Design sync_fifo_ext, sky130hd; sources not shown.
Figure 1. Supply network.
The bar under the picture is 20 microns long. Pins as bars on the die edge.
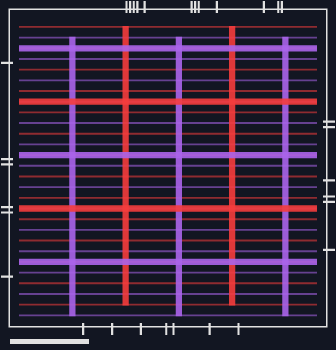
net	color
VDD	red
VSS	purple
met1 rails	28
met4 straps	5
signal pins	31
met5 straps	5
rows	27
peak supply drop: 0.423 mV
area of the core region: 5570 sq um
Vert. Die Dim: 80.5 microns
Die Span X: 80.5 microns

Figure 2. Placement by cell class.
Fill, decap, tap and diode cells in gray.
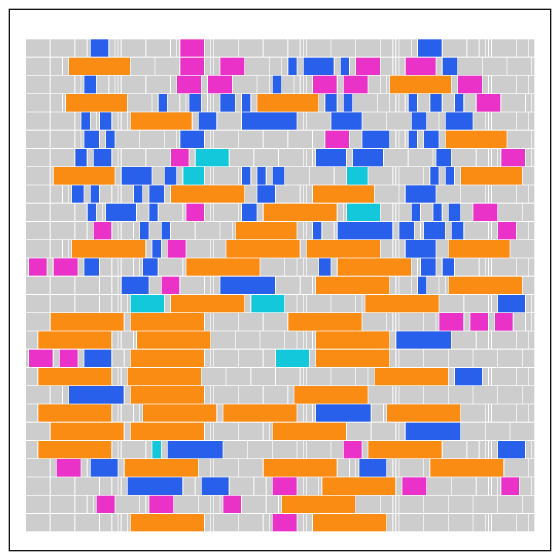
class	color	cells
registers	orange	51
remaining buffers and delay cells	magenta	36
remaining logic cells	blue	85
clock drivers and dummy loads	cyan	8
final design instance area without fill: 2700 sq um
Core Util, Final: 0.484
site row count: 27

Figure 3. Routed clock nets over the placement.
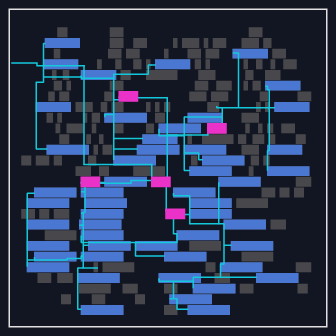
[clock-net drivers] magenta | count: 5
[clock wires] cyan | length: 567 microns
[flip-flops] blue | count: 51
flops lie	all over the die
clock latency on the worst-skew pair: 0.30 ns
skew final: 0.00970 ns
share of power burned in the clock network: 0.180

Figure 4. Routed metal, one color a layer.
The bar under the picture is 20 microns long. Two of the layers only.
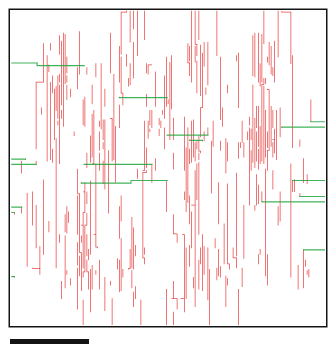
layer	color	wire length
M3	green	148 microns
M2	red	2,290 microns
WL per Instance: 18.2 microns
overall routed net length: 4.58 mm
Via Count: 1,305

Figure 5. Clock nets.
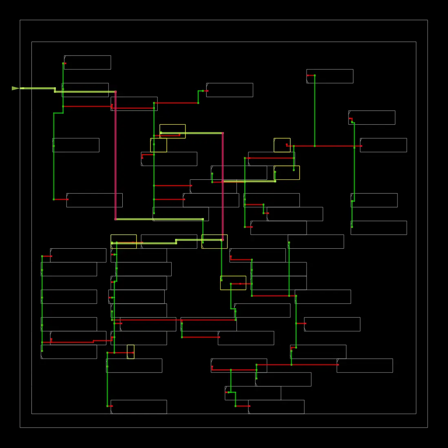
Flops: 51
clk pwr: 357 uW
TritonCTS Buffers: 5

==> run notes <==
### Run status
- finished clean — run status

### Detailed routing
- 156 — number of DRC violations after detailed-routing iteration 0
- 4 — length of the first detailed-routing pass in iterations

### GRT
- 0.156 — global-route usage over all layers
- 0.0382 — met3 demand-to-capacity share in global routing
- 17 — pin count of the biggest net entering global routing

### STA
- 0.323 GHz — Peak Freq
- 0.940 — final cycle utilization of the critical path

### Die
- 0.399 — initial core utilization
- 31 — number of top-level pins

### Power
- combinational logic — dominant power group
- 1980 uW — Total Power Consumption

### Finish
- 78 — layout multi-input combinational cell count
- sequential cells — largest class
- 0.0334 — proportion of cell area spent on the clock network
- 1480 sq um — register area

### Setup path
- reg2out — critical path class
- 4 — WP depth

### Clock network
- 51 — number of sinks handled by clock tree synthesis

### Synthesis
- 0.0783 — simple-gate portion of the synthesized area
- 51 — Yosys reg bits
- 0 — count of yosys warnings during synthesis

No activity file was given, so power comes from the tool's default toggle rates.
